Figure 1. Cell outlines without signal wires.
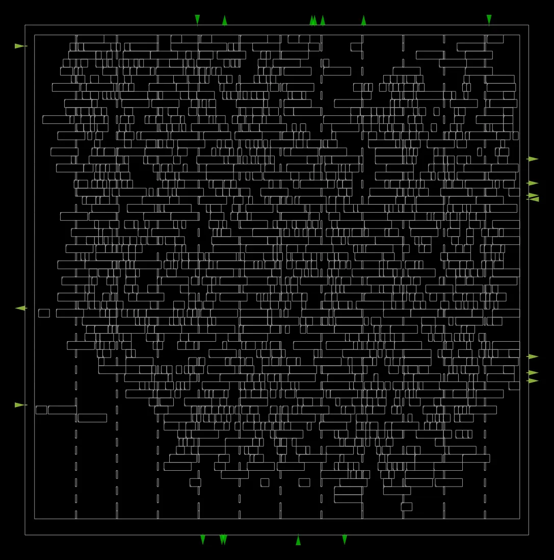
Figure 2. Wiring by layer.
Scale: 2 px per micron. Two of the layers only.
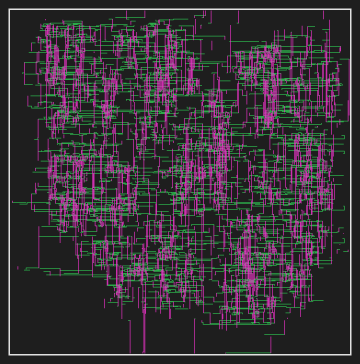
File: src/rtl/key_debounce_pkg.sv
// Shared constants for the key conditioning path: FSM encoding, 50 MHz
// default timing and a constant clog2 helper for counter widths.
package key_debounce_pkg;

   localparam logic [1:0] ST_RELEASED     = 2'd0;
   localparam logic [1:0] ST_WAIT_PRESS   = 2'd1;
   localparam logic [1:0] ST_PRESSED      = 2'd2;
   localparam logic [1:0] ST_WAIT_RELEASE = 2'd3;

   localparam int unsigned DEF_KEY_NUM         = 4;
   localparam int unsigned DEF_DEBOUNCE_CYCLES = 1_000_000;   // 20 ms at 50 MHz
   localparam int unsigned DEF_LONG_CYCLES     = 50_000_000;  // 1 s at 50 MHz
   localparam int unsigned DEF_ACTIVE_LOW      = 1;

   function automatic int unsigned clog2(input int unsigned value);
      int unsigned res;
      res = 0;
      for (int unsigned x = value - 1; x > 0; x = x >> 1) begin
         res = res + 1;
      end
      return res;
   endfunction

endpackage

File: src/rtl/key_debounce_ch.sv
// One key channel: 2-flop synchronizer, debounce FSM, press/release/long
// event pulses. All outputs are registered.
module key_debounce_ch
   import key_debounce_pkg::*;
#(
   parameter int unsigned DEBOUNCE_CYCLES = DEF_DEBOUNCE_CYCLES,
   parameter int unsigned LONG_CYCLES     = DEF_LONG_CYCLES,
   parameter int unsigned ACTIVE_LOW      = DEF_ACTIVE_LOW
) (
   input  logic clk,
   input  logic rstn,
   input  logic key_raw,
   output logic state,
   output logic press,
   output logic rel,
   output logic long
);

   localparam int unsigned DB_W = clog2(DEBOUNCE_CYCLES);
   localparam int unsigned LG_W = clog2(LONG_CYCLES);
   localparam logic [DB_W-1:0] DB_LAST = DB_W'(DEBOUNCE_CYCLES - 1);
   localparam logic [LG_W-1:0] LG_LAST = LG_W'(LONG_CYCLES - 1);
   localparam logic [LG_W-1:0] LG_PRE  = LG_W'(LONG_CYCLES - 2);
   localparam logic IDLE_LVL = (ACTIVE_LOW != 0) ? 1'b1 : 1'b0;

   logic            sync1;
   logic            sync2;
   logic            pressed_c;
   logic [1:0]      fsm;
   logic [1:0]      fsm_nxt;
   logic [DB_W-1:0] db_cnt;
   logic [DB_W-1:0] db_cnt_nxt;
   logic [LG_W-1:0] lg_cnt;
   logic [LG_W-1:0] lg_cnt_nxt;
   logic            state_nxt;
   logic            press_nxt;
   logic            rel_nxt;
   logic            long_nxt;

   // Synchronizer resets to the idle pin level so reset never looks like a press
   always_ff @(posedge clk or negedge rstn) begin
      if (!rstn) begin
         sync1 <= IDLE_LVL;
         sync2 <= IDLE_LVL;
      end else begin
         sync1 <= key_raw;
         sync2 <= sync1;
      end
   end

   assign pressed_c = sync2 ^ IDLE_LVL;

   always_ff @(posedge clk or negedge rstn) begin
      if (!rstn) begin
         fsm    <= ST_RELEASED;
         db_cnt <= '0;
         lg_cnt <= '0;
         state  <= 1'b0;
         press  <= 1'b0;
         rel    <= 1'b0;
         long   <= 1'b0;
      end else begin
         fsm    <= fsm_nxt;
         db_cnt <= db_cnt_nxt;
         lg_cnt <= lg_cnt_nxt;
         state  <= state_nxt;
         press  <= press_nxt;
         rel    <= rel_nxt;
         long   <= long_nxt;
      end
   end

   always_comb begin
      fsm_nxt    = fsm;
      db_cnt_nxt = db_cnt;
      lg_cnt_nxt = lg_cnt;
      state_nxt  = state;
      press_nxt  = 1'b0;
      rel_nxt    = 1'b0;
      long_nxt   = 1'b0;
      case (fsm)
         ST_RELEASED: begin
            if (pressed_c) begin
               fsm_nxt    = ST_WAIT_PRESS;
               db_cnt_nxt = '0;
            end
         end
         ST_WAIT_PRESS: begin
            if (!pressed_c) begin
               fsm_nxt    = ST_RELEASED;
               db_cnt_nxt = '0;
            end else if (db_cnt == DB_LAST) begin
               fsm_nxt    = ST_PRESSED;
               state_nxt  = 1'b1;
               press_nxt  = 1'b1;
               lg_cnt_nxt = '0;
            end else begin
               db_cnt_nxt = db_cnt + DB_W'(1);
            end
         end
         ST_PRESSED: begin
            // long_cnt saturates at LG_LAST; the pulse marks only the arrival there
            if (!pressed_c) begin
               fsm_nxt    = ST_WAIT_RELEASE;
               db_cnt_nxt = '0;
            end else if (lg_cnt != LG_LAST) begin
               lg_cnt_nxt = lg_cnt + LG_W'(1);
               long_nxt   = (lg_cnt == LG_PRE);
            end
         end
         ST_WAIT_RELEASE: begin
            // long_cnt is kept so release bounce cannot re-arm the long pulse
            if (pressed_c) begin
               fsm_nxt = ST_PRESSED;
            end else if (db_cnt == DB_LAST) begin
               fsm_nxt   = ST_RELEASED;
               state_nxt = 1'b0;
               rel_nxt   = 1'b1;
            end else begin
               db_cnt_nxt = db_cnt + DB_W'(1);
            end
         end
         default: begin
            fsm_nxt = ST_RELEASED;
         end
      endcase
   end

endmodule

File: src/rtl/key_debounce.sv
// Board push-key conditioner: KEY_NUM independent debounce channels giving
// clean key levels plus single-cycle press/release/long-press pulses.
module key_debounce
   import key_debounce_pkg::*;
#(
   parameter int unsigned KEY_NUM         = DEF_KEY_NUM,
   parameter int unsigned DEBOUNCE_CYCLES = DEF_DEBOUNCE_CYCLES,
   parameter int unsigned LONG_CYCLES     = DEF_LONG_CYCLES,
   parameter int unsigned ACTIVE_LOW      = DEF_ACTIVE_LOW
) (
   input  logic               clk,
   input  logic               rstn,
   input  logic [KEY_NUM-1:0] key_in,
   output logic [KEY_NUM-1:0] key_state,
   output logic [KEY_NUM-1:0] key_press,
   output logic [KEY_NUM-1:0] key_release,
   output logic [KEY_NUM-1:0] key_long
);

   for (genvar i = 0; i < KEY_NUM; i++) begin : g_ch
      key_debounce_ch #(
         .DEBOUNCE_CYCLES (DEBOUNCE_CYCLES),
         .LONG_CYCLES     (LONG_CYCLES),
         .ACTIVE_LOW      (ACTIVE_LOW)
      ) u_ch (
         .clk     (clk),
         .rstn    (rstn),
         .key_raw (key_in[i]),
         .state   (key_state[i]),
         .press   (key_press[i]),
         .rel     (key_release[i]),
         .long    (key_long[i])
      );
   end

endmodule

File: config.mk
export PLATFORM = sky130hd
export DESIGN_NAME = key_debounce
export DESIGN_NICKNAME = d
export VERILOG_FILES = /design/src/rtl/key_debounce_pkg.sv /design/src/rtl/key_debounce_ch.sv /design/src/rtl/key_debounce.sv
export SDC_FILE = /design/constraint.sdc
export NUM_CORES = 1
export LEC_CHECK = 0
export CORE_AREA = 3 3 167 169
export CTS_CLUSTER_DIAMETER = 60
export CTS_CLUSTER_SIZE = 8
export DETAILED_ROUTE_END_ITERATION = 6
export DIE_AREA = 0 0 170 172
export GPL_ROUTABILITY_DRIVEN = 0
export HOLD_SLACK_MARGIN = 0.05
export PLACE_DENSITY = 0.64
export SETUP_SLACK_MARGIN = 0.5
export SYNTH_ARGS = -nofsm -noshare
export SYNTH_HDL_FRONTEND = slang
export SYNTH_SLANG_ARGS = --single-unit
File: constraint.sdc
create_clock -name clk -period 6.8 [get_ports clk]
set_clock_uncertainty 0.1 [all_clocks]
set_input_delay 1.36 -clock clk [delete_from_list [all_inputs] [get_ports clk]]
set_output_delay 1.36 -clock clk [all_outputs]
set_load 0.02 [all_outputs]
==> run summary <==
Figures from the flow reports.

Final layout:
- The run puts the count of inserted antenna diode cells at 0.
- The run puts the end-of-flow core utilization at around 49%.

Logic synthesis:
- The run gives the synthesis area per yosys as 11840 sq um.
- The run gives the average cell area after synthesis as 9.082 sq um.
- By area the synthesized netlist is led by dfrtp_1 44%, nor2_1 5.8%, xnor2_1 4.6%.
- The run puts the distinct cell type count of the synthesized netlist at roughly 63.
- The run gives the post-synthesis async set-or-reset flop share as 100.0%.
- Warnings reported by Yosys during synthesis add up to 0.
- The run puts the adder and majority cell fraction of the synthesized area at 2.536%.

Worst setup path:
- The worst setup path is launched from a flop.
- The critical path ends at g_ch[2].u_ch.lg_cnt[17].
- The slowest stage of the critical path is the or4_1 cell.
- According to the timing report, the data required time at the worst endpoint equals 7160 ps.
- The run gives the worst reg-to-reg setup slack as 3580 ps.
- By startpoint and endpoint, the worst setup path is classified as flop to flop.
- The run gives the largest incremental delay on the critical path as roughly 590 ps.
- The run gives the arrival time at the worst endpoint as roughly 3600 ps.

Timing:
- The worst path in the final design needs a cycle of approximately 3200 ps, including I/O delays and setup.
- The run gives the maximum clock frequency as around 310 MHz.
- The run gives the total negative slack as 0 ps.

Status:
- The run finished with clean final reports.

Clock network:
- The run puts the post-CTS resize count at 0.
- The run gives the number of H-tree branching levels as 1.
- In this run the clock root is driven by a clkbuf_16.
- The run puts the maximum count of clock buffers along a single path at 3.
- The run puts the clock insertion delay at the later pin of the skew report at around 540 ps.

Floorplan:
- The run gives the overall die width as about 170 microns.
- The run gives the height of the chip as about 170 microns.
- The initialized floorplan defines 60 standard-cell rows.
- The run gives the full die area as about 29000 sq um.

Placed design:
- The run puts the worst slack after detailed placement at ~3600 ps.
-- Figure 1 (at the start) --
Seq/total area: 41.27%
core footprint: 26730 sq um

-- Figure 2 (at the start) --
M2 -> magenta  # wire length 10900 microns
M1 -> green  # wire length 11600 microns
post-DR wirelength/cell: 14.25 microns
via count: 9142
aggregate global-route resource usage: 16.35%

-- cell type report --
cell class | instances | area, sq um | share of cell area (%)
Inverter | 43 | 161.4 | 1.230
Clock inverter | 2 | 10.01 | 0.07629
Clock buffer | 53 | 868.3 | 6.618
Sequential cell | 216 | 5415 | 41.27
Tap cell | 341 | 426.7 | 3.252
Multi-Input combinational cell | 974 | 5942 | 45.28
Timing Repair Buffer | 32 | 297.8 | 2.269
-- flip-flops by register name, indices dropped and copies added (netlist names), named ones only --
register and cells:
g_ch.u_ch.db_cnt 80, g_ch.u_ch.fsm 4, g_ch.u_ch.lg_cnt 104, g_ch.u_ch.long 4, g_ch.u_ch.press 4, g_ch.u_ch.rel 4
g_ch.u_ch.state 4, g_ch.u_ch.sync1 4, g_ch.u_ch.sync2 4
-- routing by layer --
| layer | up-vias | part of all wire [%] | GRT usage [%] |
|---|---|---|---|
| li1 | 4599 | - | - |
| met1 | 4386 | 49 | 23.01 |
| met2 | 116 | 46 | 26.79 |
| met3 | 41 | 2.8 | 2.355 |
| met4 | 0 | 2.1 | 4.198 |
| met5 | - | 0 | 0 |
-- synthesized netlist by cell type, types with 13 or more instances --
cell      instances
or4_1            14
nor3_1           32
nor4_1           42
xor2_1           61
dfrtp_1         208
and3_1           27
or3_1            29
and4_1           16
mux2i_1          13
buf_4            16
inv_1            43
clkbuf_1         48
nand2b_1         13
xnor2_1          62
ha_1             24
o21ai_0          43
nand2_1         113
nand4_1          52
a21oi_1          50
nor2_1          184
nand3_1          63
-- where the power goes --
group / internal (mW) / total (mW) / switching [mW]
registers: 1.34 / 1.40 / 0.0613
clock network: 0.850 / 1.39 / 0.539
logic: 0.272 / 0.932 / 0.660
total: 2.46 / 3.72 / 1.26
-- how the worst min path moves through the flow --
stage,startpoint,end,slack (ps),cells past startpoint
2_1_floorplan,g_ch[0].u_ch.sync1,g_ch[0].u_ch.sync2,250,0
3_3_place_gp,g_ch[2].u_ch.sync1,g_ch[2].u_ch.sync2,250,0
3_5_place_dp,g_ch[2].u_ch.sync1,g_ch[2].u_ch.sync2,250,0
4_1_cts,g_ch[2].u_ch.sync1,g_ch[2].u_ch.sync2,250,0
5_1_grt,g_ch[2].u_ch.sync1,g_ch[2].u_ch.sync2,250,0
6_report,g_ch[2].u_ch.sync1,g_ch[2].u_ch.sync2,250,0
-- logic make-up (layout without fill, tap and decap cells) --
group / Yosys count / after routing
DFF: 216 / 216
muxes: 16 / 16
and+or+nand+nor: 646 / 646
xor gates and xnor gates: 123 / 123
AOI/OAI and AO/OA: 165 / 165
adders and majority gates: 24 / 24
buffers and inverters: 114 / 130
-- per-stage QoR --
stage	power [mW]	area, sq um
global route	3.964	13120
floorplan	2.111	11840
global placement	2.347	12240
detailed placement	2.361	12240
finish	3.723	13120
CTS	3.780	13120
Power is estimated from default activity; no workload was simulated.
